## src/rtl/logical_left_shift_seq_if.sv

```systemverilog
// Operand/result bundle between the ALU control unit and the sequential left shifter.
// Latency: none (wires only); timing is owned by the shifter.
// Backpressure: none; the master must not expect a start to be queued while busy is high.
//
// Signals: start/unshifted/shiftBy (master -> shifter), shifted/busy/done (shifter -> master).
// Build option SHL_ROTATE_EN adds the 1-bit rotate request (master -> shifter).
interface logical_left_shift_seq_if #(
    parameter int WIDTH = 32
);
    logic             start;
    logic [WIDTH-1:0] unshifted;
    logic [WIDTH-1:0] shiftBy;
    logic [WIDTH-1:0] shifted;
    logic             busy;
    logic             done;
`ifdef SHL_ROTATE_EN
    logic             rotate;

    modport master (
        output start, unshifted, shiftBy, rotate,
        input  shifted, busy, done
    );
    modport slave (
        input  start, unshifted, shiftBy, rotate,
        output shifted, busy, done
    );
`else
    modport master (
        output start, unshifted, shiftBy,
        input  shifted, busy, done
    );
    modport slave (
        input  start, unshifted, shiftBy,
        output shifted, busy, done
    );
`endif
endinterface

```

## src/rtl/logical_left_shift_seq.sv

```systemverilog
// Multi-cycle logical left shifter: one bit position per clock, no long combinational path.
// Latency: shift amount N gives done in the cycle after accept edge + N + 1 (N=0 -> 1 cycle).
// Backpressure: start is ignored (not queued) while busy; a start during the done cycle is accepted.
//
// Ports: clk (rising edge), clr_n (async active-low reset), bus (slave side of
// logical_left_shift_seq_if: start/unshifted/shiftBy in, shifted/busy/done out).
// Build option SHL_ROTATE_EN: adds bus.rotate, latched on accept; when set, the MSB
// wraps into the LSB on each step instead of shifting in a zero.
module logical_left_shift_seq #(
    parameter int WIDTH   = 32,
    parameter int SHAMT_W = 5
) (
    input  logic                      clk,
    input  logic                      clr_n,
    logical_left_shift_seq_if.slave   bus
);
    localparam logic [1:0] ST_IDLE  = 2'd0;
    localparam logic [1:0] ST_SHIFT = 2'd1;
    localparam logic [1:0] ST_DONE  = 2'd2;

    localparam logic [SHAMT_W-1:0] CNT_ONE = 1;

    logic [1:0]         state_q,   state_d;
    logic [SHAMT_W-1:0] count_q,   count_d;
    logic [WIDTH-1:0]   shifted_q, shifted_d;
    logic               busy_q,    busy_d;
    logic               done_q,    done_d;
    logic               fill_bit;

    // Amounts are taken modulo WIDTH; the upper bits are deliberately dropped.
    logic unused_shamt_hi;
    assign unused_shamt_hi = ^bus.shiftBy[WIDTH-1:SHAMT_W];

`ifdef SHL_ROTATE_EN
    logic rotate_q, rotate_d;
    assign fill_bit = rotate_q ? shifted_q[WIDTH-1] : 1'b0;
`else
    assign fill_bit = 1'b0;
`endif

    always_comb begin
        state_d   = state_q;
        count_d   = count_q;
        shifted_d = shifted_q;
        busy_d    = busy_q;
        done_d    = done_q;
`ifdef SHL_ROTATE_EN
        rotate_d  = rotate_q;
`endif
        case (state_q)
            ST_SHIFT: begin
                if (count_q != '0) begin
                    shifted_d = {shifted_q[WIDTH-2:0], fill_bit};
                    count_d   = count_q - CNT_ONE;
                    busy_d    = 1'b1;
                    done_d    = 1'b0;
                end else begin
                    state_d = ST_DONE;
                    busy_d  = 1'b0;
                    done_d  = 1'b1;
                end
            end
            default: begin
                // IDLE and DONE both accept; DONE falls back to IDLE otherwise,
                // so done is a single-cycle pulse and back-to-back ops need no bubble.
                state_d = ST_IDLE;
                busy_d  = 1'b0;
                done_d  = 1'b0;
                if (bus.start) begin
                    state_d   = ST_SHIFT;
                    shifted_d = bus.unshifted;
                    count_d   = bus.shiftBy[SHAMT_W-1:0];
                    busy_d    = 1'b1;
`ifdef SHL_ROTATE_EN
                    rotate_d  = bus.rotate;
`endif
                end
            end
        endcase
    end

    always_ff @(posedge clk or negedge clr_n) begin
        if (!clr_n) begin
            state_q   <= ST_IDLE;
            count_q   <= '0;
            shifted_q <= '0;
            busy_q    <= 1'b0;
            done_q    <= 1'b0;
`ifdef SHL_ROTATE_EN
            rotate_q  <= 1'b0;
`endif
        end else begin
            state_q   <= state_d;
            count_q   <= count_d;
            shifted_q <= shifted_d;
            busy_q    <= busy_d;
            done_q    <= done_d;
`ifdef SHL_ROTATE_EN
            rotate_q  <= rotate_d;
`endif
        end
    end

    assign bus.shifted = shifted_q;
    assign bus.busy    = busy_q;
    assign bus.done    = done_q;
endmodule

```

## src/flat_wrapper.sv

```systemverilog
// flat-port wrapper written by rule: the top's interface ports become plain ports
module logical_left_shift_seq_flat 
#(
    parameter int WIDTH   = 32,
    parameter int SHAMT_W = 5
)
  (clk, clr_n, bus_start, bus_unshifted, bus_shiftBy, bus_shifted, bus_busy, bus_done);
  logical_left_shift_seq_if #(.WIDTH(WIDTH)) bus_i ();
  input  logic clk;
  input  logic clr_n;
  input wire logic [$bits(bus_i.start)-1:0] bus_start;
  input wire logic [$bits(bus_i.unshifted)-1:0] bus_unshifted;
  input wire logic [$bits(bus_i.shiftBy)-1:0] bus_shiftBy;
  output wire logic [$bits(bus_i.shifted)-1:0] bus_shifted;
  output wire logic [$bits(bus_i.busy)-1:0] bus_busy;
  output wire logic [$bits(bus_i.done)-1:0] bus_done;
  assign bus_i.start = bus_start;
  assign bus_i.unshifted = bus_unshifted;
  assign bus_i.shiftBy = bus_shiftBy;
  assign bus_shifted = bus_i.shifted;
  assign bus_busy = bus_i.busy;
  assign bus_done = bus_i.done;
  logical_left_shift_seq #(.WIDTH(WIDTH), .SHAMT_W(SHAMT_W)) u_core (.clk(clk), .clr_n(clr_n), .bus(bus_i));
endmodule
```

## config.mk

```make
export PLATFORM = sky130hd
export DESIGN_NAME = logical_left_shift_seq_flat
export DESIGN_NICKNAME = d
export VERILOG_FILES = /design/src/rtl/logical_left_shift_seq_if.sv /design/src/rtl/logical_left_shift_seq.sv /design/src/flat_wrapper.sv
export SDC_FILE = /design/constraint.sdc
export NUM_CORES = 1
export LEC_CHECK = 0
export ABC_AREA = 1
export CORE_UTILIZATION = 43
export CTS_CLUSTER_DIAMETER = 120
export DETAILED_ROUTE_END_ITERATION = 10
export PLACE_DENSITY = 0.85
export RECOVER_POWER = 100
export SYNTH_ARGS = -nofsm -noshare
export SYNTH_HDL_FRONTEND = slang
export SYNTH_SLANG_ARGS = --single-unit
```

## constraint.sdc

```tcl
create_clock -name clk -period 2.8 [get_ports clk]
set_clock_uncertainty 0.05 [all_clocks]
set_input_delay 0.84 -clock clk [delete_from_list [all_inputs] [get_ports clk]]
set_output_delay 0.84 -clock clk [all_outputs]
set_load 0.02 [all_outputs]
```

==> results_tabular.tex, run 1 <==
% Generated from flow reports
\begin{tabular}{lr}
\hline
Metric & Value \\
\hline
\multicolumn{2}{l}{\textbf{Pwr}} \\
\quad Switching Fraction & 45.1\% \\
\quad Post-layout power & 0.00347 W \\
\multicolumn{2}{l}{\textbf{Floorplanning}} \\
\quad Die Span Y & 70.9 um \\
\quad Die area & 0.00502 mm2 \\
\quad Placement row count & 24 \\
\quad Top Ports & 101 \\
\multicolumn{2}{l}{\textbf{Drt}} \\
\quad Count of unresolved DRC violations after routing & 16 \\
\quad M1 wire length & 1960 um \\
\quad Via count normalized by instance count & 4.81 \\
\quad Routed len/inst & 11.5 um \\
\quad Number of iterations in the first detailed-routing pass & 8 \\
\multicolumn{2}{l}{\textbf{Global route}} \\
\quad Remaining global-route overflow & 0 \\
\quad Met2 GRT Util & 29.7\% \\
\multicolumn{2}{l}{\textbf{Yosys}} \\
\quad Cell type with the largest total area & sky130\_fd\_sc\_hd\_\_dfrtp\_1 \\
\quad Mapped cell area & 0.00204 mm2 \\
\quad Ys async rst share & 100\% \\
\quad Fraction of synthesized cell area taken by the top area cell type & 50.3\% \\
\multicolumn{2}{l}{\textbf{Timing}} \\
\quad Worst slew margin relative to its limit & 34.1\% \\
\quad Final-report hold violation count & 0 \\
\quad Highest clock rate & 0.445 GHz \\
\multicolumn{2}{l}{\textbf{Hold path}} \\
\quad Min-delay src & u\_core.bus.shifted[31] \\
\quad Hold WC Path Type & reg2reg \\
\multicolumn{2}{l}{\textbf{Cells and area}} \\
\quad Fraction of area in multi-input gates & 26.6\% \\
\quad Combinational gate area & 763 um2 \\
\quad Largest register FFs & 32 \\
\quad Count of antenna diodes in the layout & 0 \\
\quad Flop count & 41 \\
\quad Multi-input combinational cell count & 167 \\
\multicolumn{2}{l}{\textbf{Placement}} \\
\quad Post-detail-place hpwl & 3160 um \\
\quad Gp weighted congestion & 0.803 \\
\quad Cell count after placement & 375 \\
\multicolumn{2}{l}{\textbf{Critical path}} \\
\quad Length in cells of the worst reg-to-reg path & 7 \\
\quad Worst setup endpoint & u\_core.bus.shifted[11] \\
\quad Count of buffer and inverter cells on the critical path & 2 \\
\quad Required time at the worst-slack endpoint & 2910 ps \\
\quad Delay of the slowest critical-path stage & 520 ps \\
\quad Max FO, Critical Path & 40 \\
\quad CP Launch Type & register \\
\multicolumn{2}{l}{\textbf{Run status}} \\
\quad Result of the run & complete, but fails checks \\
\quad Violations in the final reports & design-rule violations \\
\multicolumn{2}{l}{\textbf{Job}} \\
\quad Reported max-cap violation count & 0 \\
\multicolumn{2}{l}{\textbf{Clock network}} \\
\quad Maximum clock path buffer count & 2 \\
\hline
\end{tabular}
### Clock routing, run 1

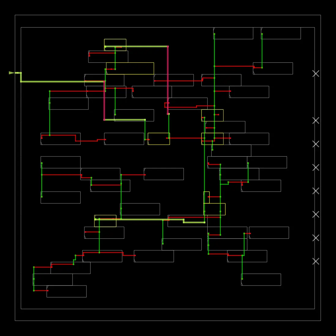
count of clock buffers in the final design: 7
clock sinks: 41
insertion delay at the late pin of the worst-skew pair: 290 ps

### Metal 3, run 1

Scale bar: 20 um.
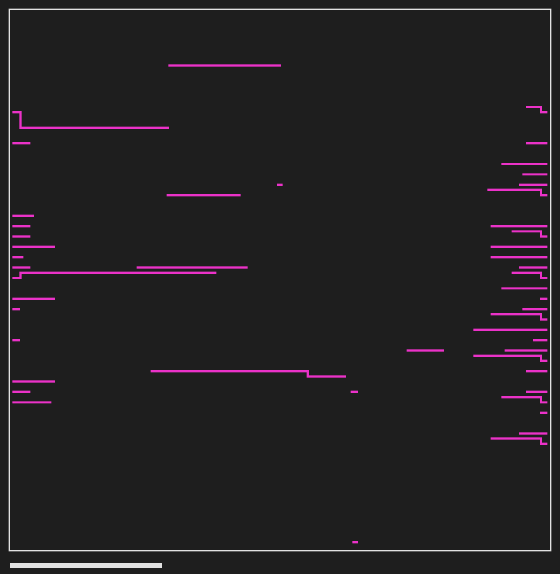
The longest straight run is 25.5 um. The layer holds 6.5% of the routed length. 45 nets have wire on it.

### Signal wires on met1, run 1

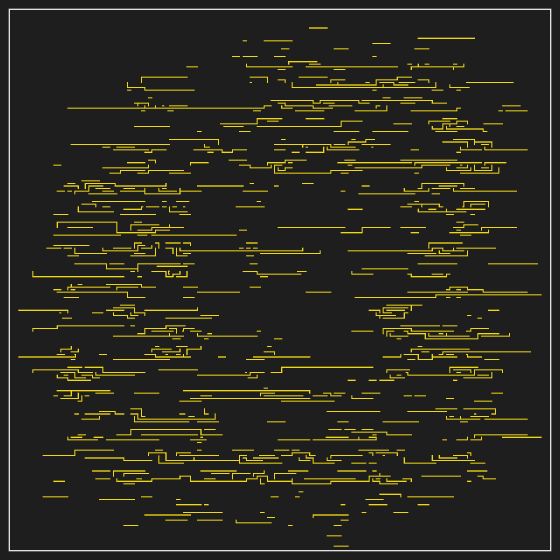
The layer holds 45% of the routed length. The longest straight run is 25.8 um. 311 nets have wire on it. The layer carries 1960 um of wire.
met1 track utilization from global routing: 25.0%
Vias: 1842
final WL: 4390 um

### Signal metal coverage by tile, run 1

Scale bar: 20 um. 14 x 14 tiles, from dark blue (low) to red (high), scaled to the fullest tile. Values are wire area over tile area, all layers added.
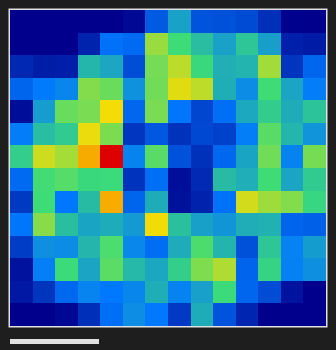
9.2% of the tiles are nearly empty. The densest ninth of the die: middle left. The mean over all tiles is 0.14. The fullest tile reaches 0.44. The emptiest ninth of the die: upper left. 20% of the tiles are over half the peak.

==> run 2, diff against run 1 <==
- CORE_UTILIZATION: 43 -> 40
- PLACE_DENSITY: 0.85 -> 0.8
- clock period: 2.8 -> 2.1 ns (I/O delays scaled with it)
==> results_tabular.tex, run 2 <==
% Generated from flow reports
\begin{tabular}{lr}
\hline
Metric & Value \\
\hline
\multicolumn{2}{l}{\textbf{Floorplanning}} \\
\quad Die area & 0.00539 mm2 (was 0.00502 mm2) \\
\quad Placement row count & 25 (was 24) \\
\quad Die Span Y & 73.4 um (was 70.9 um) \\
\quad Top Ports & 101 (unchanged) \\
\multicolumn{2}{l}{\textbf{Critical path}} \\
\quad Delay of the slowest critical-path stage & 650 ps (was 520 ps) \\
\quad CP Launch Type & register (unchanged) \\
\quad Length in cells of the worst reg-to-reg path & 8 (was 7) \\
\quad Worst setup endpoint & bus\_shifted[8] (was u\_core.bus.shifted[11]) \\
\multicolumn{2}{l}{\textbf{Run status}} \\
\quad Result of the run & finished, final reports clean (was complete, but fails checks) \\
\multicolumn{2}{l}{\textbf{Pwr}} \\
\quad Switching Fraction & 45.9\% (was 45.1\%) \\
\multicolumn{2}{l}{\textbf{Drt}} \\
\quad Routed len/inst & 11.2 um (was 11.5 um) \\
\quad Number of iterations in the first detailed-routing pass & 4 (was 8) \\
\quad Vias & 1852 (was 1842) \\
\multicolumn{2}{l}{\textbf{Yosys}} \\
\quad Fraction of synthesized cell area taken by the top area cell type & 50.3\% (unchanged) \\
\quad Mapped cell area & 0.00204 mm2 (unchanged) \\
\multicolumn{2}{l}{\textbf{Cells and area}} \\
\quad Fraction of area in multi-input gates & 26.7\% (was 26.6\%) \\
\quad Largest register FFs & 32 (unchanged) \\
\quad Count of clock buffers in the final design & 5 (was 7) \\
\quad Flop count & 41 (unchanged) \\
\multicolumn{2}{l}{\textbf{Placement}} \\
\quad Post-detail-place hpwl & 3280 um (was 3160 um) \\
\multicolumn{2}{l}{\textbf{Global route}} \\
\quad Remaining global-route overflow & 0 (unchanged) \\
\quad Met2 GRT Util & 30.5\% (was 29.7\%) \\
\quad Met1 track utilization from global routing & 22.6\% (was 25.0\%) \\
\hline
\end{tabular}
### Signal wires on met1, run 2

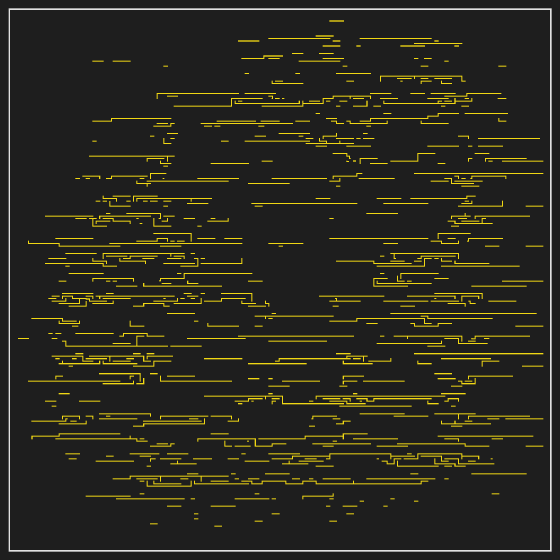
The wires run mostly horizontal. The layer holds 45% of the routed length. 317 nets have wire on it. The layer carries 2020 um of wire.

### Placement by cell class, run 2

Fill, decap, tap and diode cells in grey.
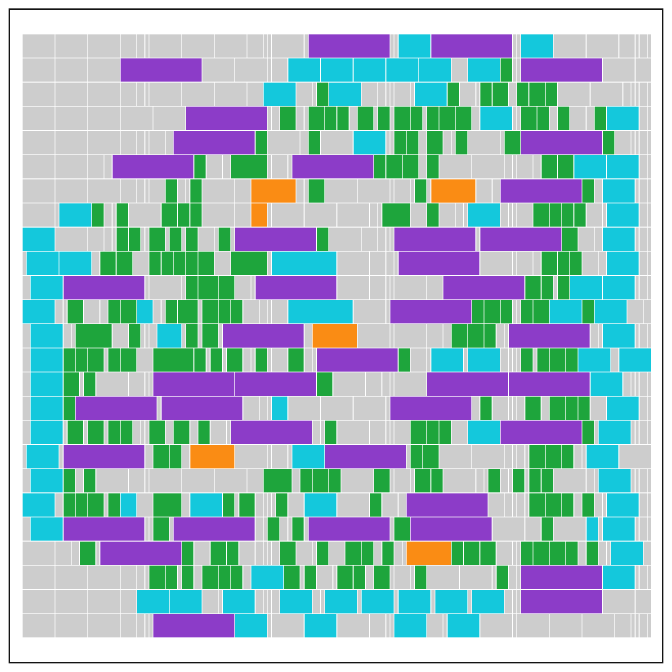

==> run 3, diff against run 2 <==
- CORE_UTILIZATION: 40 -> 43
- PLACE_DENSITY: 0.8 -> 0.85
- clock period: 2.1 -> 2.4 ns (I/O delays scaled with it)
### Placement by cell class, run 3

Fill, decap, tap and diode cells in grey.
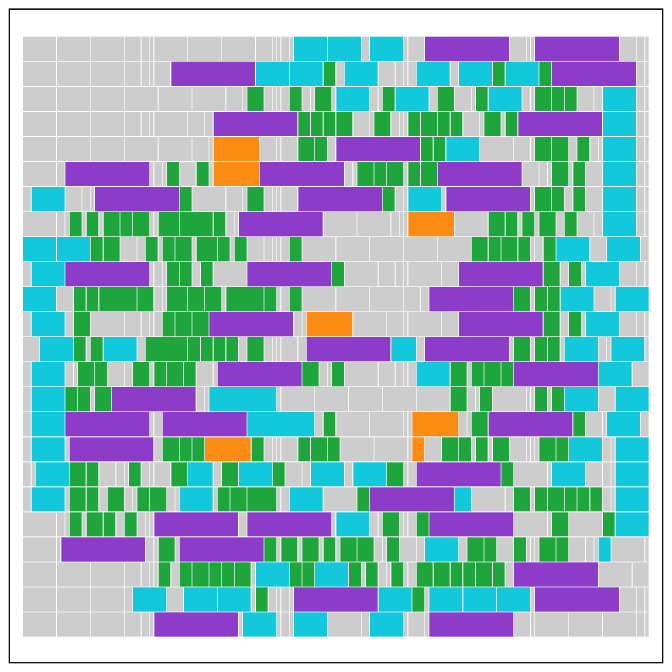
Green is combinational and other logic, cells 206, share of their area 32%. Orange is clock drivers and dummy loads, cells 7, share of their area 3.1%. Cyan is other buffers and delay cells, cells 78, share of their area 28%. Purple is flops, cells 41, share of their area 37%.
core outline area: 0.00444 mm2
placement row count: 24
cell area after layout: 0.00287 mm2

==> results_tabular.tex, run 3 <==
% Generated from flow reports
\begin{tabular}{lr}
\hline
Metric & Value \\
\hline
\multicolumn{2}{l}{\textbf{Drt}} \\
\quad Count of unresolved DRC violations after routing & 16 (was 0) \\
\quad M1 wire length & 1890 um (was 2020 um) \\
\quad Final WL & 4140 um (was 4480 um) \\
\multicolumn{2}{l}{\textbf{Pwr}} \\
\quad Post-layout power & 0.00397 W (was 0.00459 W) \\
\quad Switching Fraction & 45.1\% (was 45.9\%) \\
\multicolumn{2}{l}{\textbf{Critical path}} \\
\quad Required time at the worst-slack endpoint & 1630 ps (was 1420 ps) \\
\quad Length in cells of the worst reg-to-reg path & 7 (was 8) \\
\quad CP Launch Type & register (unchanged) \\
\quad Max FO, Critical Path & 2 (unchanged) \\
\quad Count of buffer and inverter cells on the critical path & 1 (unchanged) \\
\multicolumn{2}{l}{\textbf{Yosys}} \\
\quad Ys async rst share & 100\% (unchanged) \\
\quad Fraction of synthesized cell area taken by the top area cell type & 50.3\% (unchanged) \\
\multicolumn{2}{l}{\textbf{Global route}} \\
\quad Remaining global-route overflow & 0 (unchanged) \\
\multicolumn{2}{l}{\textbf{Placement}} \\
\quad Gp weighted congestion & 0.837 (was 0.790) \\
\multicolumn{2}{l}{\textbf{Timing}} \\
\quad Worst slew margin relative to its limit & 11.3\% (was 40.7\%) \\
\quad Highest clock rate & 0.477 GHz \\
\multicolumn{2}{l}{\textbf{Run status}} \\
\quad Result of the run & complete, but fails checks (was finished, final reports clean) \\
\quad Violations in the final reports & design-rule violations \\
\multicolumn{2}{l}{\textbf{Cells and area}} \\
\quad Multi-input combinational cell count & 167 (unchanged) \\
\quad Combinational gate area & 763 um2 (was 771 um2) \\
\quad Flop count & 41 (unchanged) \\
\quad Largest register FFs & 32 (unchanged) \\
\multicolumn{2}{l}{\textbf{Clock network}} \\
\quad Maximum clock path buffer count & 2 (unchanged) \\
\quad Insertion delay at the late pin of the worst-skew pair & 280 ps (was 290 ps) \\
\hline
\end{tabular}
Power is estimated from default activity; no workload was simulated.
